===== src/rtl/dbf_requant_if.sv =====
// Sample bus for dbf_requant: input beat (I/Q lanes + qualifier) and requantised output beat.
interface dbf_requant_if #(
  parameter int unsigned IN_W  = 32,
  parameter int unsigned OUT_W = 16,
  parameter int unsigned CH    = 4
) ();
  logic                  in_valid;
  logic [CH*IN_W-1:0]    data_i;
  logic [CH*IN_W-1:0]    data_q;
  logic                  out_valid;
  logic [CH*OUT_W-1:0]   data_out_i;
  logic [CH*OUT_W-1:0]   data_out_q;

  modport master (
    output in_valid, data_i, data_q,
    input  out_valid, data_out_i, data_out_q
  );

  modport slave (
    input  in_valid, data_i, data_q,
    output out_valid, data_out_i, data_out_q
  );
endinterface


===== src/rtl/dbf_requant.sv =====
// Two-stage I/Q requantiser: arithmetic right shift + saturation, manual or frame-based auto shift.
// Define DBF_REQUANT_ROUND_EN for round-half-up before the shift; default build truncates.
module dbf_requant #(
  parameter int unsigned IN_W  = 32,
  parameter int unsigned OUT_W = 16,
  parameter int unsigned CH    = 4
) (
  input  logic         clk,
  input  logic         rst_n,
  dbf_requant_if.slave bus,
  input  logic [5:0]   cut_ctl,
  input  logic         auto_en,
  input  logic [15:0]  frame_len,
  input  logic         sat_clr,
  output logic [15:0]  sat_cnt,
  output logic [5:0]   shift_used
);

  localparam int unsigned    MaxSh   = IN_W - OUT_W;
  localparam logic [5:0]     MaxSh6  = 6'(MaxSh);
  localparam logic [IN_W-1:0] PeakLim = {{(IN_W-1){1'b0}}, 1'b1} << (OUT_W - 1);

  typedef enum logic [1:0] {StIdle, StAcq, StUpdate} state_e;

  // |x| as ~x for negatives so the most negative input cannot overflow.
  function automatic logic [IN_W-1:0] abs_mag(input logic [IN_W-1:0] x);
    return x[IN_W-1] ? ~x : x;
  endfunction

  // Returns {saturated, y} for one lane.
  function automatic logic [OUT_W:0] requant(input logic [IN_W-1:0] x, input logic [5:0] sh);
    logic signed [IN_W:0] ext;
    logic signed [IN_W:0] shd;
    ext = $signed({x[IN_W-1], x});
`ifdef DBF_REQUANT_ROUND_EN
    if (sh != 6'd0) ext = ext + $signed((IN_W+1)'(1) << (sh - 6'd1));
`endif
    shd = ext >>> sh;
    if ((&shd[IN_W:OUT_W-1]) || !(|shd[IN_W:OUT_W-1])) return {1'b0, shd[OUT_W-1:0]};
    return {1'b1, shd[IN_W], {(OUT_W-1){~shd[IN_W]}}};
  endfunction

  state_e          state_q;
  logic [IN_W-1:0] peak_q;
  logic [15:0]     cnt_q;
  logic [15:0]     len_q;
  logic [5:0]      auto_shift_q;

  logic [5:0]      cut_clamp;
  logic [5:0]      sh_sel;
  logic [15:0]     len_eff;
  logic [IN_W-1:0] beat_peak;
  logic [IN_W-1:0] peak_acc;
  logic [16:0]     cnt_inc;
  logic [5:0]      shift_calc;

  assign cut_clamp = (cut_ctl > MaxSh6) ? MaxSh6 : cut_ctl;
  assign sh_sel    = auto_en ? auto_shift_q : cut_clamp;
  assign len_eff   = (frame_len == 16'd0) ? 16'd1 : frame_len;
  assign peak_acc  = (beat_peak > peak_q) ? beat_peak : peak_q;
  assign cnt_inc   = {1'b0, cnt_q} + 17'd1;

  always_comb begin
    beat_peak = '0;
    for (int k = 0; k < int'(CH); k++) begin
      if (abs_mag(bus.data_i[k*IN_W +: IN_W]) > beat_peak) begin
        beat_peak = abs_mag(bus.data_i[k*IN_W +: IN_W]);
      end
      if (abs_mag(bus.data_q[k*IN_W +: IN_W]) > beat_peak) begin
        beat_peak = abs_mag(bus.data_q[k*IN_W +: IN_W]);
      end
    end
  end

  // Descending scan leaves the smallest qualifying shift.
  always_comb begin
    shift_calc = MaxSh6;
    for (int s = int'(MaxSh); s >= 0; s--) begin
      if ((peak_q >> s) < PeakLim) shift_calc = 6'(s);
    end
  end

  always_ff @(posedge clk or negedge rst_n) begin
    if (!rst_n) begin
      state_q      <= StIdle;
      peak_q       <= '0;
      cnt_q        <= '0;
      len_q        <= 16'd1;
      auto_shift_q <= MaxSh6;
    end else if (!auto_en) begin
      state_q <= StIdle;
      peak_q  <= '0;
      cnt_q   <= '0;
    end else begin
      case (state_q)
        StIdle: begin
          state_q <= StAcq;
          peak_q  <= '0;
          cnt_q   <= '0;
          len_q   <= len_eff;
        end
        StAcq: begin
          if (bus.in_valid) begin
            peak_q <= peak_acc;
            cnt_q  <= cnt_inc[15:0];
            if (cnt_inc == {1'b0, len_q}) state_q <= StUpdate;
          end
        end
        StUpdate: begin
          // A beat here used the old shift and opens the next frame.
          auto_shift_q <= shift_calc;
          len_q        <= len_eff;
          if (bus.in_valid) begin
            peak_q  <= beat_peak;
            cnt_q   <= 16'd1;
            state_q <= (len_eff == 16'd1) ? StUpdate : StAcq;
          end else begin
            peak_q  <= '0;
            cnt_q   <= '0;
            state_q <= StAcq;
          end
        end
        default: state_q <= StIdle;
      endcase
    end
  end

  logic                s1_valid_q;
  logic [CH*IN_W-1:0]  s1_di_q;
  logic [CH*IN_W-1:0]  s1_dq_q;
  logic [5:0]          s1_sh_q;

  always_ff @(posedge clk or negedge rst_n) begin
    if (!rst_n) begin
      s1_valid_q <= 1'b0;
      s1_di_q    <= '0;
      s1_dq_q    <= '0;
      s1_sh_q    <= MaxSh6;
    end else begin
      s1_valid_q <= bus.in_valid;
      if (bus.in_valid) begin
        s1_di_q <= bus.data_i;
        s1_dq_q <= bus.data_q;
        s1_sh_q <= sh_sel;
      end
    end
  end

  logic [CH*OUT_W-1:0] out_i_d;
  logic [CH*OUT_W-1:0] out_q_d;
  logic [CH-1:0]       sat_i;
  logic [CH-1:0]       sat_q;
  logic                any_sat;

  for (genvar k = 0; k < CH; k++) begin : g_lane
    logic [OUT_W:0] ri;
    logic [OUT_W:0] rq;
    assign ri = requant(s1_di_q[k*IN_W +: IN_W], s1_sh_q);
    assign rq = requant(s1_dq_q[k*IN_W +: IN_W], s1_sh_q);
    assign out_i_d[k*OUT_W +: OUT_W] = ri[OUT_W-1:0];
    assign out_q_d[k*OUT_W +: OUT_W] = rq[OUT_W-1:0];
    assign sat_i[k] = ri[OUT_W];
    assign sat_q[k] = rq[OUT_W];
  end

  assign any_sat = |{sat_i, sat_q};

  logic                out_valid_q;
  logic [CH*OUT_W-1:0] out_i_q;
  logic [CH*OUT_W-1:0] out_q_q;
  logic [5:0]          shift_used_q;
  logic [15:0]         sat_cnt_q;

  always_ff @(posedge clk or negedge rst_n) begin
    if (!rst_n) begin
      out_valid_q  <= 1'b0;
      out_i_q      <= '0;
      out_q_q      <= '0;
      shift_used_q <= MaxSh6;
      sat_cnt_q    <= '0;
    end else begin
      out_valid_q <= s1_valid_q;
      if (s1_valid_q) begin
        out_i_q      <= out_i_d;
        out_q_q      <= out_q_d;
        shift_used_q <= s1_sh_q;
      end
      if (sat_clr) begin
        sat_cnt_q <= '0;
      end else if (s1_valid_q && any_sat && (sat_cnt_q != 16'hFFFF)) begin
        sat_cnt_q <= sat_cnt_q + 16'd1;
      end
    end
  end

  assign bus.out_valid  = out_valid_q;
  assign bus.data_out_i = out_i_q;
  assign bus.data_out_q = out_q_q;
  assign shift_used     = shift_used_q;
  assign sat_cnt        = sat_cnt_q;

endmodule

===== src/flat_wrapper.sv =====
// flat-port wrapper written by rule: the top's interface ports become plain ports
module dbf_requant_flat 
#(
  parameter int unsigned IN_W  = 32,
  parameter int unsigned OUT_W = 16,
  parameter int unsigned CH    = 4
)
  (clk, rst_n, cut_ctl, auto_en, frame_len, sat_clr, sat_cnt, shift_used, bus_in_valid, bus_data_i, bus_data_q, bus_out_valid, bus_data_out_i, bus_data_out_q);
  dbf_requant_if #(.IN_W(IN_W), .OUT_W(OUT_W), .CH(CH)) bus_i ();
  input  logic clk;
  input  logic rst_n;
  input  logic [5:0] cut_ctl;
  input  logic auto_en;
  input  logic [15:0] frame_len;
  input  logic sat_clr;
  output logic [15:0] sat_cnt;
  output logic [5:0] shift_used;
  input wire logic [$bits(bus_i.in_valid)-1:0] bus_in_valid;
  input wire logic [$bits(bus_i.data_i)-1:0] bus_data_i;
  input wire logic [$bits(bus_i.data_q)-1:0] bus_data_q;
  output wire logic [$bits(bus_i.out_valid)-1:0] bus_out_valid;
  output wire logic [$bits(bus_i.data_out_i)-1:0] bus_data_out_i;
  output wire logic [$bits(bus_i.data_out_q)-1:0] bus_data_out_q;
  assign bus_i.in_valid = bus_in_valid;
  assign bus_i.data_i = bus_data_i;
  assign bus_i.data_q = bus_data_q;
  assign bus_out_valid = bus_i.out_valid;
  assign bus_data_out_i = bus_i.data_out_i;
  assign bus_data_out_q = bus_i.data_out_q;
  dbf_requant #(.IN_W(IN_W), .OUT_W(OUT_W), .CH(CH)) u_core (.clk(clk), .rst_n(rst_n), .bus(bus_i), .cut_ctl(cut_ctl), .auto_en(auto_en), .frame_len(frame_len), .sat_clr(sat_clr), .sat_cnt(sat_cnt), .shift_used(shift_used));
endmodule

===== config.mk =====
export PLATFORM = sky130hd
export DESIGN_NAME = dbf_requant_flat
export DESIGN_NICKNAME = d
export VERILOG_FILES = /design/src/rtl/dbf_requant_if.sv /design/src/rtl/dbf_requant.sv /design/src/flat_wrapper.sv
export SDC_FILE = /design/constraint.sdc
export NUM_CORES = 2
export LEC_CHECK = 0
export CORE_MARGIN = 2
export CORE_UTILIZATION = 30
export CTS_CLUSTER_SIZE = 14
export DETAILED_ROUTE_END_ITERATION = 7
export PLACE_DENSITY = 0.53
export SYNTH_ARGS = -nofsm -noshare
export SYNTH_HDL_FRONTEND = slang
export SYNTH_SLANG_ARGS = --single-unit

===== constraint.sdc =====
create_clock -name clk -period 14.6 [get_ports clk]
set_clock_uncertainty 0.15 [all_clocks]
set_input_delay 1.46 -clock clk [delete_from_list [all_inputs] [get_ports clk]]
set_output_delay 1.46 -clock clk [all_outputs]
set_load 0.01 [all_outputs]

==> impl_metrics.csv <==
group,metric,value,unit
outcome,outcome,"complete, but fails checks",
outcome,violations,"setup timing",
worst_setup_path,r2r-end,"u_core.sat_cnt[13]",
synth,adder_share,0.0712,
worst_setup_path,r2r_cells,19,
timing,drv_slew,0,
layout,finalCoreUtilization,0.413,
worst_setup_path,endpoint,"u_core.peak_q[0]",
route,wirelength_met1,74.9,mm
route,wl_met3,7.97,mm
worst_hold_path,hold_end,"u_core.bus.data_out_q[25]",
worst_hold_path,hold_class,"reg2reg",
synth,top_cells_by_count,"676 x nand2_1, 480 x dfrtp_1, 440 x nor2_1, 397 x a21oi_1, 351 x mux2_2",
worst_setup_path,r2r_start,"u_core.s1_sh_q[1]",
timing,layout_setup_ws,-5.98,ns
global_routing,grt_antenna_before_repair,6,
clock_tree,cts.repair.resized,264,
synth,netlist_area,43600,µm²
pwr,leakagePower,25.1,nW
synth,synth_cells,5093,
timing,rsz0062_at_grt,"yes",
pwr,p_per_area,268,nW/µm²
layout,final-clk-cell-share,0.0339,
synth,ys.warnings.count,0,
layout,comb_area,31400,µm²
placement,place.gp.congestion,0.953,
clock_tree,clk_pin_slew,0.06,ns
placement,pre_cts_ws,-7.29,ns
placement,placed_area,54100,µm²
synth,flop_cell,"dfrtp_1",
layout,num-nonclk-inverters,102,
worst_setup_path,cp_max_fo,8,
timing,setup_viol,31,
clock_tree,cts-root-buf,"clkbuf_16",
timing,worst-slew-pin-transition,1.18,ns
timing,min_period_over_period,1.41,
==> state kept, by name, summed over array words and instances, names as in the netlist <==
name                   count
u_core.auto_shift_q        5
u_core.bus.data_out_i     64
u_core.bus.data_out_q     64
u_core.bus.out_valid       1
u_core.cnt_q              16
u_core.len_q              16
u_core.peak_q             31
u_core.s1_di_q           128
u_core.s1_dq_q           128
u_core.s1_sh_q             6
u_core.s1_valid_q          1
u_core.sat_cnt            16
u_core.shift_used          6
u_core.state_q             2
==> worst max-delay path: cells and delay by family <==
family                   cells  cell delay (ns)
AND-OR/OR-AND               45             6.43
AND/OR/NAND/NOR             31             4.34
multiplexers                 4             0.73
adder cells (fa/ha/maj)      7             1.79
buffers and inverters       45             5.98
XOR/XNOR                     1             0.18
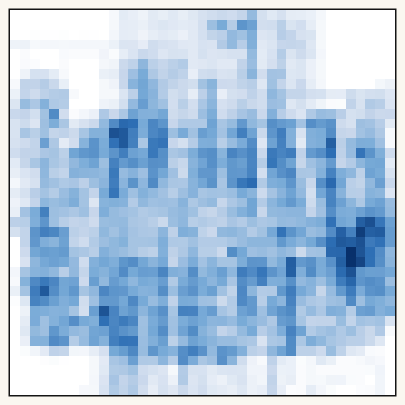
*Wire density map*
Drawn at 1 px/µm. The die is cut into 39 by 39 equal tiles; white is low, dark blue is high, scaled to the fullest tile. Values are wire area over tile area, all layers added.
nearly empty tiles: 10%
fullest tile: 0.63
densest ninth of the die: right middle
mean over tiles: 0.21
tiles over half the peak: 22%
Via Count: 43400
drt wl/cell: 24.3 µm
GR Util All Layers: 0.251
DRT Wirelength: 194 mm

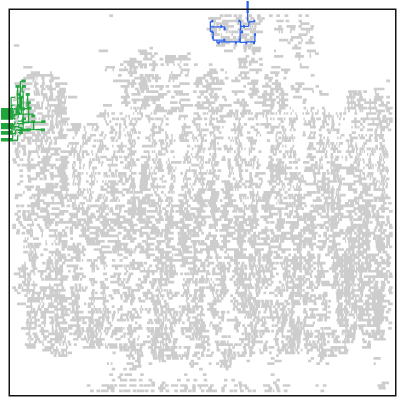
*Wires at chosen ports, followed through buffers*
Drawn at 1 px/µm.
[sat_clr] blue | bits: 1 | direction: input | edge: top | end cells: 16 | buffers: 1 | wire: 160 µm
[frame_len] green | bits: 16 | direction: input | edge: left | end cells: 21 | buffers: 16 | wire: 493 µm
Port Buf Inserts: 433
io pins: 434

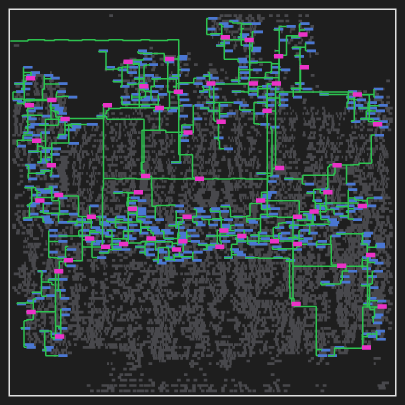
*Clock wires, drivers and flops*
Drawn at 1 px/µm.
[flip-flops] blue | count: 484
[clock wires] green | length: 8410 µm
[clock drivers] magenta | count: 60
routed clock nets: 61
clock power share: 0.098
clk ins delay skew pair: 0.69 ns
Power Clock: 1.56 mW

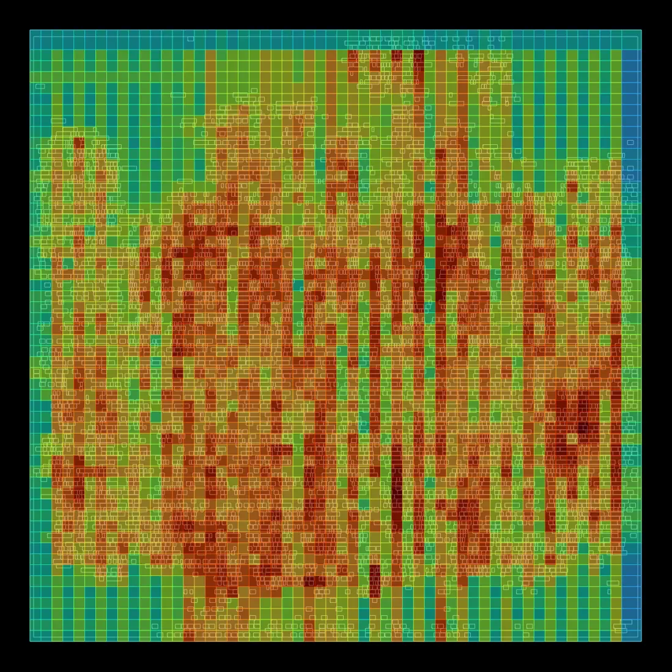
*Congestion heat map*
met1 Track Usage GR: 0.288
grt met3 use: 0.0246

Power and IR drop assume default switching activity.
